==> src/rtl/gf163_digit_mul.sv <==
`default_nettype none
// +--------------------------------------------------------------------------+
// | Module   : gf163_digit_mul                                               |
// | Purpose  : Digit-serial multiplier over GF(2^163),                       |
// |            f(x) = x^163 + x^7 + x^6 + x^3 + 1.                           |
// |            A is scanned one 2-bit digit per cycle, MSB-first (82 digits, |
// |            A padded with a zero bit 163). Each cycle the 2x163 carry-less|
// |            partial product is folded into a reduced 163-bit accumulator. |
// | Ports    : clk    - rising-edge clock                                    |
// |            rst    - asynchronous active-high reset                       |
// |            start  - request a multiply, sampled only when busy=0         |
// |            op_a   - multiplier A (digit-scanned)                         |
// |            op_b   - multiplicand B                                       |
// |            busy   - high while digits are being processed                |
// |            done   - one-cycle pulse, result valid                        |
// |            result - A*B mod f (the accumulator register)                 |
// | Config   : GF163_MUL_OPREG_EN - when defined, op_a/op_b are captured     |
// |            into internal registers on the accepting edge; otherwise the  |
// |            inputs must be held stable for the whole operation.           |
// | Revision : 1.0 - initial release                                         |
// +--------------------------------------------------------------------------+
module gf163_digit_mul (
  input  logic         clk,
  input  logic         rst,
  input  logic         start,
  input  logic [162:0] op_a,
  input  logic [162:0] op_b,
  output logic         busy,
  output logic         done,
  output logic [162:0] result
);

  // Index of the most significant digit of the zero-padded 164-bit A.
  localparam logic [6:0] DIGIT_LAST = 7'd81;
  // x^163 folds to x^7+x^6+x^3+1; x^164 folds to x^8+x^7+x^4+x.
  localparam logic [7:0] RED_T163   = 8'hC9;
  localparam logic [8:0] RED_T164   = 9'h192;

  typedef enum logic [1:0] {
    IDLE = 2'd0,
    RUN  = 2'd1,
    DONE = 2'd2
  } state_t;

  state_t       state;
  state_t       state_nxt;
  logic [6:0]   cnt;
  logic [162:0] acc;
  logic         accept;   // start taken on this edge
  logic         step;     // process one digit on this edge

  logic [162:0] a_src;
  logic [162:0] b_src;

  // --------------------------------------------------------------------------
  // Operand source: either captured copies or the live inputs.
  // --------------------------------------------------------------------------
`ifdef GF163_MUL_OPREG_EN
  logic [162:0] a_reg;
  logic [162:0] b_reg;

  always_ff @(posedge clk or posedge rst) begin
    if (rst) begin
      a_reg <= '0;
      b_reg <= '0;
    end else if (accept) begin
      a_reg <= op_a;
      b_reg <= op_b;
    end
  end

  assign a_src = a_reg;
  assign b_src = b_reg;
`else
  assign a_src = op_a;
  assign b_src = op_b;
`endif

  // --------------------------------------------------------------------------
  // Digit selection: the counter value is the digit index d, so the digit is
  // bits [2d+1:2d] of the padded multiplier.
  // --------------------------------------------------------------------------
  logic [163:0] a_pad;
  logic [7:0]   digit_lsb;
  logic [1:0]   digit;

  assign a_pad     = {1'b0, a_src};
  assign digit_lsb = {cnt, 1'b0};
  assign digit     = a_pad[digit_lsb +: 2];

  // --------------------------------------------------------------------------
  // 2-bit x 163-bit carry-less partial product (164 bits).
  // pp = digit[0]*B XOR digit[1]*(B<<1)
  // --------------------------------------------------------------------------
  logic [163:0] b_lo;
  logic [163:0] b_hi;
  logic [163:0] pp;

  assign b_lo = {1'b0, b_src};
  assign b_hi = {b_src, 1'b0};

  for (genvar i = 0; i < 164; i++) begin : g_pp_bit
    assign pp[i] = (digit[0] & b_lo[i]) ^ (digit[1] & b_hi[i]);
  end

  // --------------------------------------------------------------------------
  // Shift the accumulator by one digit, add the partial product, and fold the
  // two overflow bits back in. The fold terms stay below bit 9, so a single
  // pass fully reduces the sum.
  // --------------------------------------------------------------------------
  logic [164:0] t;
  logic [162:0] fold_163;
  logic [162:0] fold_164;
  logic [162:0] acc_nxt;

  assign t        = {acc, 2'b00} ^ {1'b0, pp};
  assign fold_163 = {163{t[163]}} & {155'd0, RED_T163};
  assign fold_164 = {163{t[164]}} & {154'd0, RED_T164};
  assign acc_nxt  = t[162:0] ^ fold_163 ^ fold_164;

  // --------------------------------------------------------------------------
  // Control FSM: state register.
  // --------------------------------------------------------------------------
  always_ff @(posedge clk or posedge rst) begin
    if (rst) begin
      state <= IDLE;
    end else begin
      state <= state_nxt;
    end
  end

  // --------------------------------------------------------------------------
  // Control FSM: next state and decoded controls.
  // A start seen in DONE is accepted so back-to-back multiplies have no gap.
  // --------------------------------------------------------------------------
  always_comb begin
    state_nxt = state;
    busy      = 1'b0;
    done      = 1'b0;
    accept    = 1'b0;
    step      = 1'b0;
    case (state)
      IDLE: begin
        if (start) begin
          accept    = 1'b1;
          state_nxt = RUN;
        end
      end
      RUN: begin
        busy = 1'b1;
        step = 1'b1;
        if (cnt == 7'd0) begin
          state_nxt = DONE;
        end
      end
      DONE: begin
        done = 1'b1;
        if (start) begin
          accept    = 1'b1;
          state_nxt = RUN;
        end else begin
          state_nxt = IDLE;
        end
      end
      default: begin
        state_nxt = IDLE;
      end
    endcase
  end

  // --------------------------------------------------------------------------
  // Datapath: accumulator and digit counter.
  // --------------------------------------------------------------------------
  always_ff @(posedge clk or posedge rst) begin
    if (rst) begin
      acc <= '0;
      cnt <= '0;
    end else if (accept) begin
      acc <= '0;
      cnt <= DIGIT_LAST;
    end else if (step) begin
      acc <= acc_nxt;
      if (cnt != 7'd0) begin
        cnt <= cnt - 7'd1;
      end
    end
  end

  assign result = acc;

endmodule
`default_nettype wire
==> config.mk <==
export PLATFORM = sky130hd
export DESIGN_NAME = gf163_digit_mul
export DESIGN_NICKNAME = d
export VERILOG_FILES = /design/src/rtl/gf163_digit_mul.sv
export SDC_FILE = /design/constraint.sdc
export NUM_CORES = 1
export LEC_CHECK = 0
export CELL_PAD_IN_SITES_DETAIL_PLACEMENT = 0
export CELL_PAD_IN_SITES_GLOBAL_PLACEMENT = 2
export CORE_MARGIN = 4
export CORE_UTILIZATION = 27
export CTS_CLUSTER_DIAMETER = 150
export DETAILED_ROUTE_END_ITERATION = 10
export MAX_ROUTING_LAYER = met4
export PLACE_DENSITY_LB_ADDON = 0.2
export SETUP_SLACK_MARGIN = 0.3
export SLEW_MARGIN = 25
export SYNTH_ARGS = -nofsm -noshare
export SYNTH_HDL_FRONTEND = slang
export SYNTH_SLANG_ARGS = --single-unit
==> constraint.sdc <==
create_clock -name clk -period 14.2 [get_ports clk]
set_input_delay 2.84 -clock clk [delete_from_list [all_inputs] [get_ports clk]]
set_output_delay 2.84 -clock clk [all_outputs]
set_load 0.05 [all_outputs]
==> images/met1.png <==
Cells faint in the background.
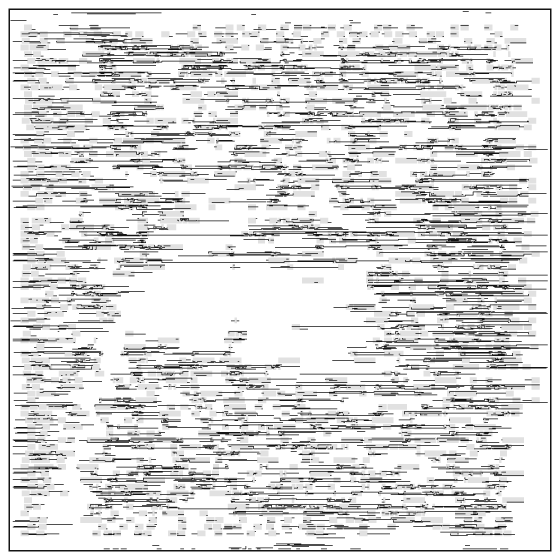
- longest straight run: 68.1 µm
- share of all routed wire: 40%
met1 global-route usage: 0.2366
sum of routed wire length over all layers: 48.97 mm
via total after detailed routing: 11.42k

==> images/met2.png <==
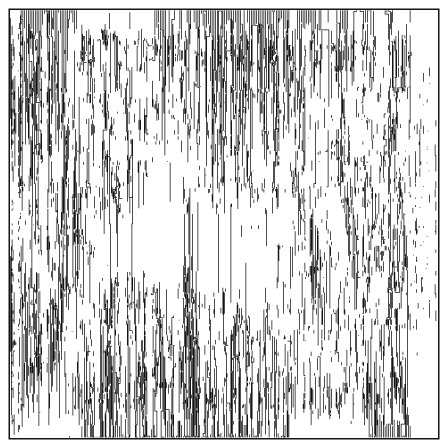
- main direction: vertical
- longest straight run: 86.9 µm
- nets with wire on the layer: 1693
- wire length on this layer: 25.3 mm
met2 GRT Util: 0.3487

==> images/met4.png <==
Cells faint in the background.
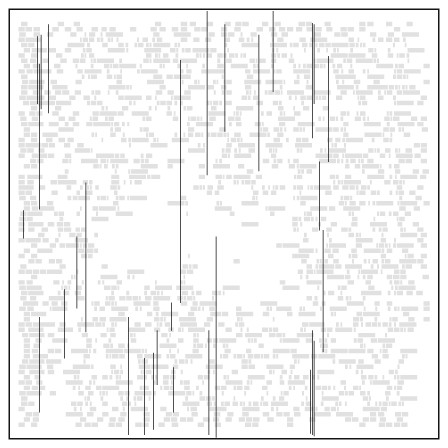
- nets with wire on the layer: 25
- longest straight run: 125 µm
- main direction: vertical
- wire length on this layer: 1530 µm

==> images/density.png <==
Bar = 50 µm. The die is cut into 22 by 22 equal tiles; dark blue is low, red is high, 0 to 100% covered.
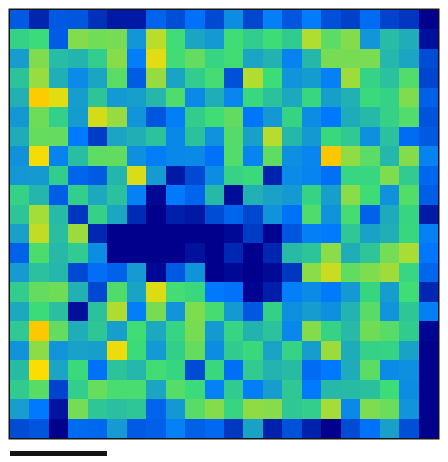
- tiles over 75% full: 0.60%
- mean over tiles: 36%
- fullest tile: 77%

through the flow:
stage	instances	utilization	cell area (µm²)	hold slack, ps
4_1_cts	2415	0.4074	18130	536.4
3_3_place_gp	2383	0.3937	17520	507.8
5_1_grt	2421	0.4078	18150	549.2
3_5_place_dp	2383	0.3937	17520	519.4
2_1_floorplan	1389	-	12210	553.3
6_report	2421	0.4078	18150	528.4
worst paths after layout:
path                                           end  slack, ps
min in group asynchronous  result[122]$_DFFE_PP0P_       2950
setup / recovery           result[142]$_DFFE_PP0P_       8250
max in group asynchronous  result[137]$_DFFE_PP0P_       9790
setup reg to reg           result[142]$_DFFE_PP0P_       9640
hold / removal              result[32]$_DFFE_PP0P_        530
hold reg to reg             result[32]$_DFFE_PP0P_        530
layer usage:
metal  up-vias  track usage  wire length (µm)
li1       5478            -                 -
met1      5528       0.2366             19620
met2       346       0.3487             25330
met3        67      0.03461              2485
met4         0      0.08238              1530
met5         -            -                 0
tightest hold or removal path: cells and delay by family (launching register included):
family           cells  cell delay [ps]
AND-OR/OR-AND        1               60
flip-flops           1              380
AND/OR/NAND/NOR      1               50
registers in the layout, indices dropped and copies added, names as in the netlist:
| name | count |
|---|---|
| result | 163 |
| cnt | 7 |
| state | 2 |
power groups by stage:
stage / clock network, mW / logic (mW) / registers (mW)
floorplan: 0 / 2.21 / 1.86
global placement: 0 / 4.07 / 1.12
detailed placement: 0 / 4.10 / 1.12
CTS: 0.527 / 4.11 / 1.12
global route: 0.545 / 4.40 / 1.15
finish: 0.509 / 4.04 / 1.11
cells by family after synthesis:
kind of cell,count (synthesis),share of synthesized area
DFF,172,0.3524
AOI/OAI and AO/OA,342,0.1466
buffers and inverters,110,0.04507
adders and majority gates,2,0.002048
muxes,54,0.08717
and+or+nand+nor,376,0.1217
xor gates and xnor gates,333,0.2450
==> ci_impl_report.md <==
### Yosys + OpenROAD results

| Metric | Value |
|---|---|
| Maximum vdd ir drop | 0.2210 mV |
| Post-layout period usage | 0.4191 |
| Most used standard cells in the synthesized netlist | sky130_fd_sc_hd__nand2_1, sky130_fd_sc_hd__o21ai_0, sky130_fd_sc_hd__dfrtp_1 |
| Number of I/O port buffers | ~490 |
| Worst setup slack after placement | 7671 ps |
| Storage element area | 4307 µm² |
| Cell with the most instances after synthesis | sky130_fd_sc_hd__nand2_1 |
| Part of the total power dissipated in combinational logic | 0.714 |
| Total Power Consumption | 5.661 mW |
| Remaining global-route overflow | 0 |
| Part of the power in registers | 0.196 |
| Clock-cell share of area | 0.03350 |
| Category of the worst setup path capture point | register |
| Internal | approximately 2.7 mW |
| Tmin final | 5951 ps |
| Number of DRC violations after detailed routing | 0 |
| First-pass DRT Iterations | 6 |
| Number of global-route vias before repair | between 10k and 15k |
| Kind of critical path | in -> reg |
| Number of maximum-capacitance constraint violations | 0 |
| Buffers plus inverters on the worst setup path | 3 |
| Synthesis area per yosys | 12210 µm² |
| Number of H-tree levels | 4 |
| Post-route worst setup slack | 8249 ps |
| Share of async-settable or async-resettable flops after synthesis | 1.000 |
| Clock Buffer Count | 18 |
| Chip Footprint | 48700 µm² |
| Pin count of the biggest net entering global routing | 164 |
| Number of buffers added to fix hold violations after cts | 0 |
| Synth Instances | 1389 |
| Most frequent cell on the critical path | sky130_fd_sc_hd__buf_4 |
| Launch instance of the worst register-to-register path | cnt[2]$_DFFE_PP0P_ |
| Residual antenna-violating net count after detailed routing | 0 |
| Clock insertion delay at the later pin of the skew report | 460 ps |
| Leading cell types in the layout, fill and taps excluded | sky130_fd_sc_hd__clkdlybuf4s50_1, sky130_fd_sc_hd__nand2_1, sky130_fd_sc_hd__o21ai_0, sky130_fd_sc_hd__dfrtp_1, sky130_fd_sc_hd__xnor2_1 |
| Std-Cell Rows | 77 |
| Diodes inserted | 6 |
| Main area contributors | sky130_fd_sc_hd__dfrtp_1, sky130_fd_sc_hd__xnor2_1, sky130_fd_sc_hd__xor2_1 |
| Worst-path maximum fanout | 84 |
| Status | completed |
| Distinct cells, synth | 49 |
Power is estimated from default activity; no workload was simulated.
